File: src/rtl/signed_requantizer_if.sv
// Valid/ready stream bundle for the requantizer: wide signed samples in,
// narrowed samples plus a per-sample clip flag out.
interface signed_requantizer_if #(
  parameter int IN_WIDTH    = 32,
  parameter int OUT_WIDTH   = 16,
  parameter int SHIFT_WIDTH = 5
);
  logic                   in_valid;
  logic                   in_ready;
  logic [IN_WIDTH-1:0]    in_data;
  logic [SHIFT_WIDTH-1:0] in_shift;
  logic                   out_valid;
  logic                   out_ready;
  logic [OUT_WIDTH-1:0]   out_data;
  logic                   out_sat;

  modport master (
    output in_valid, in_data, in_shift, out_ready,
    input  in_ready, out_valid, out_data, out_sat
  );

  modport slave (
    input  in_valid, in_data, in_shift, out_ready,
    output in_ready, out_valid, out_data, out_sat
  );
endinterface

File: src/rtl/signed_requantizer.sv
// Two-stage requantizer: S1 does a rounding arithmetic right shift, S2 saturates
// to OUT_WIDTH. Full backpressure; sticky counter of clipped outputs handed off.
module signed_requantizer #(
  parameter int IN_WIDTH    = 32,
  parameter int OUT_WIDTH   = 16,
  parameter int SHIFT_WIDTH = 5,
  parameter int CNT_WIDTH   = 16
) (
  input  logic                       clk,
  input  logic                       reset,
  signed_requantizer_if.slave        bus,
  input  logic                       sat_clear,
  output logic [CNT_WIDTH-1:0]       sat_count
);

  typedef logic signed [IN_WIDTH:0] acc_t;

  localparam int SA_W  = $clog2(IN_WIDTH);
  localparam int CMP_W = ((SHIFT_WIDTH > SA_W) ? SHIFT_WIDTH : SA_W) + 1;
  localparam logic [CMP_W-1:0] MAX_SHIFT = CMP_W'(IN_WIDTH - 1);

  localparam acc_t SAT_MAX = {{(IN_WIDTH-OUT_WIDTH+2){1'b0}}, {(OUT_WIDTH-1){1'b1}}};
  localparam acc_t SAT_MIN = {{(IN_WIDTH-OUT_WIDTH+2){1'b1}}, {(OUT_WIDTH-1){1'b0}}};
  localparam logic [OUT_WIDTH-1:0] OUT_MAX = {1'b0, {(OUT_WIDTH-1){1'b1}}};
  localparam logic [OUT_WIDTH-1:0] OUT_MIN = {1'b1, {(OUT_WIDTH-1){1'b0}}};

  logic                 s1_valid_q, s1_valid_d;
  acc_t                 s1_r_q, s1_r_d;
  logic                 out_valid_q, out_valid_d;
  logic [OUT_WIDTH-1:0] out_data_q, out_data_d;
  logic                 out_sat_q, out_sat_d;
  logic [CNT_WIDTH-1:0] sat_count_q, sat_count_d;

  logic                 adv1, adv2, out_fire;
  logic [CMP_W-1:0]     shift_ext;
  logic [SA_W-1:0]      s_amt;
  acc_t                 ext, bias, sum, r;
  logic [OUT_WIDTH-1:0] sat_data;
  logic                 sat_flag;

  assign adv2     = !out_valid_q || bus.out_ready;
  assign adv1     = !s1_valid_q || adv2;
  assign out_fire = out_valid_q && bus.out_ready;

  // S1: clamp the shift, add half an LSB of the result, then shift arithmetically.
  // The extra top bit keeps the rounding add from overflowing.
  // NOTE: every always_comb output gets a default first so no latch is inferred.
  always_comb begin
    shift_ext = CMP_W'(bus.in_shift);
    s_amt     = (shift_ext > MAX_SHIFT) ? SA_W'(MAX_SHIFT) : SA_W'(shift_ext);
    ext       = {bus.in_data[IN_WIDTH-1], bus.in_data};
    bias      = '0;
    sum       = ext;
    r         = ext;
    if (s_amt != '0) begin
      bias = acc_t'(1) << (s_amt - SA_W'(1));
      sum  = ext + bias;
      r    = sum >>> s_amt;
    end
  end

  always_comb begin
    sat_data = s1_r_q[OUT_WIDTH-1:0];
    sat_flag = 1'b0;
    if (s1_r_q > SAT_MAX) begin
      sat_data = OUT_MAX;
      sat_flag = 1'b1;
    end else if (s1_r_q < SAT_MIN) begin
      sat_data = OUT_MIN;
      sat_flag = 1'b1;
    end
  end

  always_comb begin
    s1_valid_d  = s1_valid_q;
    s1_r_d      = s1_r_q;
    out_valid_d = out_valid_q;
    out_data_d  = out_data_q;
    out_sat_d   = out_sat_q;
    sat_count_d = sat_count_q;

    if (adv1) begin
      s1_valid_d = bus.in_valid;
      if (bus.in_valid) s1_r_d = r;
    end

    // S2 only reloads on advance, so a stalled output stays stable.
    if (adv2) begin
      out_valid_d = s1_valid_q;
      if (s1_valid_q) begin
        out_data_d = sat_data;
        out_sat_d  = sat_flag;
      end
    end

    if (sat_clear) begin
      sat_count_d = '0;
    end else if (out_fire && out_sat_q && (sat_count_q != '1)) begin
      sat_count_d = sat_count_q + CNT_WIDTH'(1);
    end
  end

  // NOTE: sequential state uses non-blocking assignments so every flop samples
  // the pre-edge values of the others.
  always_ff @(posedge clk or negedge reset) begin
    if (!reset) begin
      s1_valid_q  <= 1'b0;
      s1_r_q      <= '0;
      out_valid_q <= 1'b0;
      out_data_q  <= '0;
      out_sat_q   <= 1'b0;
      sat_count_q <= '0;
    end else begin
      s1_valid_q  <= s1_valid_d;
      s1_r_q      <= s1_r_d;
      out_valid_q <= out_valid_d;
      out_data_q  <= out_data_d;
      out_sat_q   <= out_sat_d;
      sat_count_q <= sat_count_d;
    end
  end

  assign bus.in_ready  = adv1;
  assign bus.out_valid = out_valid_q;
  assign bus.out_data  = out_data_q;
  assign bus.out_sat   = out_sat_q;
  assign sat_count     = sat_count_q;

endmodule
File: src/flat_wrapper.sv
// flat-port wrapper written by rule: the top's interface ports become plain ports
module signed_requantizer_flat 
#(
  parameter int IN_WIDTH    = 32,
  parameter int OUT_WIDTH   = 16,
  parameter int SHIFT_WIDTH = 5,
  parameter int CNT_WIDTH   = 16
)
  (clk, reset, sat_clear, sat_count, bus_in_valid, bus_in_data, bus_in_shift, bus_out_ready, bus_in_ready, bus_out_valid, bus_out_data, bus_out_sat);
  signed_requantizer_if #(.IN_WIDTH(IN_WIDTH), .OUT_WIDTH(OUT_WIDTH), .SHIFT_WIDTH(SHIFT_WIDTH)) bus_i ();
  input  logic clk;
  input  logic reset;
  input  logic sat_clear;
  output logic [CNT_WIDTH-1:0] sat_count;
  input wire logic [$bits(bus_i.in_valid)-1:0] bus_in_valid;
  input wire logic [$bits(bus_i.in_data)-1:0] bus_in_data;
  input wire logic [$bits(bus_i.in_shift)-1:0] bus_in_shift;
  input wire logic [$bits(bus_i.out_ready)-1:0] bus_out_ready;
  output wire logic [$bits(bus_i.in_ready)-1:0] bus_in_ready;
  output wire logic [$bits(bus_i.out_valid)-1:0] bus_out_valid;
  output wire logic [$bits(bus_i.out_data)-1:0] bus_out_data;
  output wire logic [$bits(bus_i.out_sat)-1:0] bus_out_sat;
  assign bus_i.in_valid = bus_in_valid;
  assign bus_i.in_data = bus_in_data;
  assign bus_i.in_shift = bus_in_shift;
  assign bus_i.out_ready = bus_out_ready;
  assign bus_in_ready = bus_i.in_ready;
  assign bus_out_valid = bus_i.out_valid;
  assign bus_out_data = bus_i.out_data;
  assign bus_out_sat = bus_i.out_sat;
  signed_requantizer #(.IN_WIDTH(IN_WIDTH), .OUT_WIDTH(OUT_WIDTH), .SHIFT_WIDTH(SHIFT_WIDTH), .CNT_WIDTH(CNT_WIDTH)) u_core (.clk(clk), .reset(reset), .bus(bus_i), .sat_clear(sat_clear), .sat_count(sat_count));
endmodule
File: config.mk
export PLATFORM = sky130hd
export DESIGN_NAME = signed_requantizer_flat
export DESIGN_NICKNAME = d
export VERILOG_FILES = /design/src/rtl/signed_requantizer_if.sv /design/src/rtl/signed_requantizer.sv /design/src/flat_wrapper.sv
export SDC_FILE = /design/constraint.sdc
export NUM_CORES = 1
export LEC_CHECK = 0
export ABC_AREA = 1
export CAP_MARGIN = 20
export CORE_ASPECT_RATIO = 1.25
export CORE_MARGIN = 4
export CORE_UTILIZATION = 55
export CTS_CLUSTER_DIAMETER = 80
export DETAILED_ROUTE_END_ITERATION = 6
export PLACE_DENSITY = 0.85
export SYNTH_ARGS = -nofsm -noshare
export SYNTH_HDL_FRONTEND = slang
export SYNTH_SLANG_ARGS = --single-unit
File: constraint.sdc
create_clock -name clk -period 2.1 [get_ports clk]
set_input_delay 0.21 -clock clk [delete_from_list [all_inputs] [get_ports clk]]
set_output_delay 0.21 -clock clk [all_outputs]
set_load 0.05 [all_outputs]
Fig. 1: clock wires, drivers and flops
Bar = 20 µm.
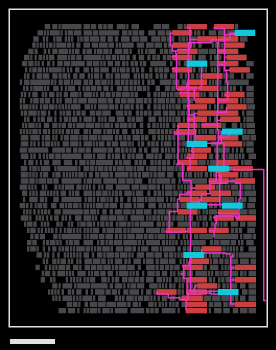
[red] flip-flops | count: 68
[magenta] clock wires | length: 909 µm
[cyan] clock-net drivers | count: 9
routed clock nets: 10
flops lie: a vertical strip on the right
Worst-Skew Late Latency: 340 ps
Power Clock: 1790 µW
Clk pwr share: 27.4%

Fig. 2: sequential cells colored by netlist name
Bar = 20 µm. Other sequential cells in the stronger gray, the rest of the logic in the fainter gray.
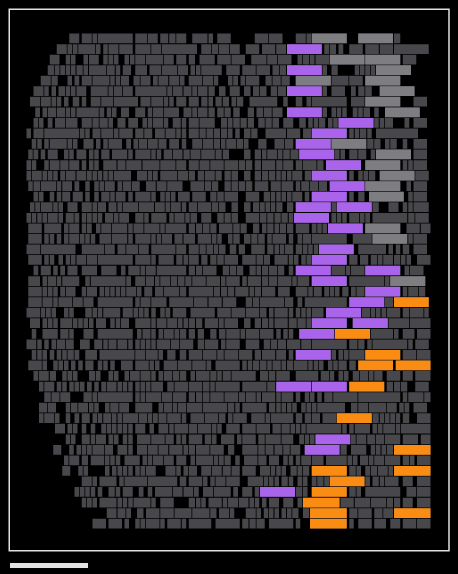
[orange] u_core.sat_count | flops: 16 | where: lower right
[purple] u_core.s1_r_q | flops: 33
not colored: 19
register area: 1710 µm²
Post-Route Utilization: 86.9%

==> impl_metrics.env <==
# physical design summary
export IMPL_violations="design-rule violations, negative setup slack"
export IMPL_p_sw_uw=2760
export IMPL_netlist_top_cells_area="dfrtp_1 (22%), nand2_1 (22%), nand3_1 (19%)"
export IMPL_top_layer="met5"
export IMPL_wl_met2_um=16800
export IMPL_grt_pass1_wl_um=49600
export IMPL_synthCells=1343
export IMPL_drt_wirelength_per_cell_um=22.6
export IMPL_comb_power_share_pct=45.4
export IMPL_cap_violations=0
export IMPL_numPortBuffers=76
export IMPL_first_pass_iters=7
export IMPL_hold_path_depth=2
export IMPL_warning_count=29
export IMPL_p_seq_share_pct=27.2
export IMPL_synthAdderAreaFrac_pct=5.71
export IMPL_fillers=701
export IMPL_gr_total_overflow=0
export IMPL_crit_type="input pin to flop"
export IMPL_setup_viol=35
export IMPL_stdcell_area_um2=11600
export IMPL_p_int_uw=3760
export IMPL_vdd_drop_max_v=0.00108
export IMPL_fp_util_pct=56.8
export IMPL_sw_frac_of_total_pct=42.3
export IMPL_synth_cell_area_um2=7580
export IMPL_fmax_ghz=0.242
export IMPL_gp_congestion=1.08
export IMPL_ys_sh_aoi_pct=6.98
export IMPL_cts_path_max_buffers=2
export IMPL_drive_gt1_share_pct=33.0
export IMPL_finalMaxSlewViolations=0
export IMPL_status="finished, violations left"
export IMPL_worst_setup_path_end_kind="flop"
export IMPL_area_growth_pct=53.1
export IMPL_setup_slack_ps=-2030
export IMPL_yosysSeqAreaShare_pct=22.4
export IMPL_final_cells=1736
export IMPL_cp_slowest_cell="nor2_1"
export IMPL_max_stage_delay_ps=530
export IMPL_power_leakage_uw=0.00582
export IMPL_reg2reg_depth=7
export IMPL_grt_pass1_vias=10200
export IMPL_start_kind="input pin"
export IMPL_antennaDiodeCount=0
export IMPL_synth_stat_cells=1343
export IMPL_xor_area_share_pct=1.04
export IMPL_drc=23
export IMPL_ff_type="dfrtp_1"
export IMPL_routed_wl_um=39200
export IMPL_fin_crit_sh_pct=197
export IMPL_common_cells="nand2_1 (437), nand3_1 (290), inv_1 (156)"
export IMPL_ios=77
export IMPL_rsz0062_at_grt="yes"
Fig. 3: clock routing
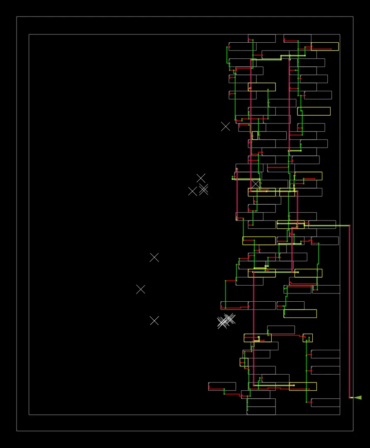
# clock sinks: 68
# clk buffers: 10

==> cell families after synthesis <==
kind of cell,count (synthesis)
buffers and inverters,212
adders and majority gates,34
xor gates and xnor gates,9
AOI/OAI and AO/OA,95
muxes,1
and+or+nand+nor,924
DFF,68
==> area by class of cell <==
cell class | instances | share of cell area, %
repair buffers | 257 | 18.9
flip-flops and latches | 68 | 14.7
clock buffers | 10 | 2.06
clock inverters | 6 | 0.960
multi-input cells | 1063 | 56.1
well taps | 171 | 1.84
inverters | 161 | 5.37
==> power by group through the flow <==
stage	clock, µW	sequential [µW]	combinational, µW
2_1_floorplan	0	2160	1030
3_3_place_gp	0	1740	2330
3_5_place_dp	0	1750	2360
4_1_cts	1750	1740	2570
5_1_grt	1830	1790	3080
6_report	1790	1780	2960
==> stage by stage <==
step / worst slack (ps) / util [%] / TNS, ps
after floorplan: -863 / - / -26350
after global placement: -1760 / 72.3 / -54270
after detailed placement: -1810 / 72.3 / -55690
after CTS: -778 / 81.7 / -23900
after global routing: -1960 / 86.9 / -48870
final: -2030 / 86.9 / -43440
==> path summary, 6_finish.rpt <==
kind | slack, ps | from | to
setup reg to reg | -160 | u_core.bus.out_valid$_DFFE_PN0P_ | u_core.s1_r_q[13]$_DFFE_PN0P_
min in group asynchronous | 560 | reset | u_core.sat_count[9]$_DFFE_PN0P_
setup / recovery | -2030 | bus_in_shift[0] | u_core.s1_r_q[13]$_DFFE_PN0P_
hold reg to reg | 490 | u_core.s1_r_q[4]$_DFFE_PN0P_ | u_core.bus.out_data[4]$_DFFE_PN0P_
max in group asynchronous | 830 | reset | u_core.s1_r_q[7]$_DFFE_PN0P_
hold / removal | 490 | u_core.s1_r_q[4]$_DFFE_PN0P_ | u_core.bus.out_data[4]$_DFFE_PN0P_
==> routing by layer <==
metal,vias up,global-route usage (%)
li1,4804,-
met1,5100,44.8
met2,1168,65.1
met3,466,5.86
met4,6,28.6
met5,-,0
==> flip-flops by register name, indices dropped and copies added (netlist names) <==
| name | flops |
|---|---|
| u_core.bus.out_sat | 1 |
| u_core.s1_valid_q | 1 |
| u_core.bus.out_data | 16 |
| u_core.bus.out_valid | 1 |
| u_core.sat_count | 16 |
| u_core.s1_r_q | 33 |
==> critical path, delay by kind of cell <==
| family | cells | cell delay [ps] |
|---|---|---|
| fa+ha+maj | 2 | 510 |
| buf+inv | 6 | 530 |
| simple gates | 21 | 3020 |
==> cell usage in the layout (no fill, tap or decap), types with 6 or more instances in the layout <==
cell and n:
a21oi_1 35, ha_1 21, nand2_4 12, dfrtp_2 6, buf_6 9, nand2_2 65, nor2_4 23, buf_4 169
nand4_1 7, a31oi_1 7, inv_2 14, nand2_1 364, nand3_1 183, dfrtp_1 62, nor3_1 6, nor2_2 24
inv_1 141, nand3b_1 14, nand3_4 15, clkbuf_16 9, clkdlybuf4s50_1 69, nor2_1 96, ha_4 10, nand3_2 93
a21oi_2 19, o21ai_0 15
==> timing repair <==
item	4_1_cts	5_1_grt
setup endpoints to repair	35	43
gates resized	206	145
buffers inserted	12	12
hold buffers	1	0
pin swaps	71	64
endpoints found under the hold margin	35	0
Power figures rest on the tool's default switching activity, not on a simulated workload.
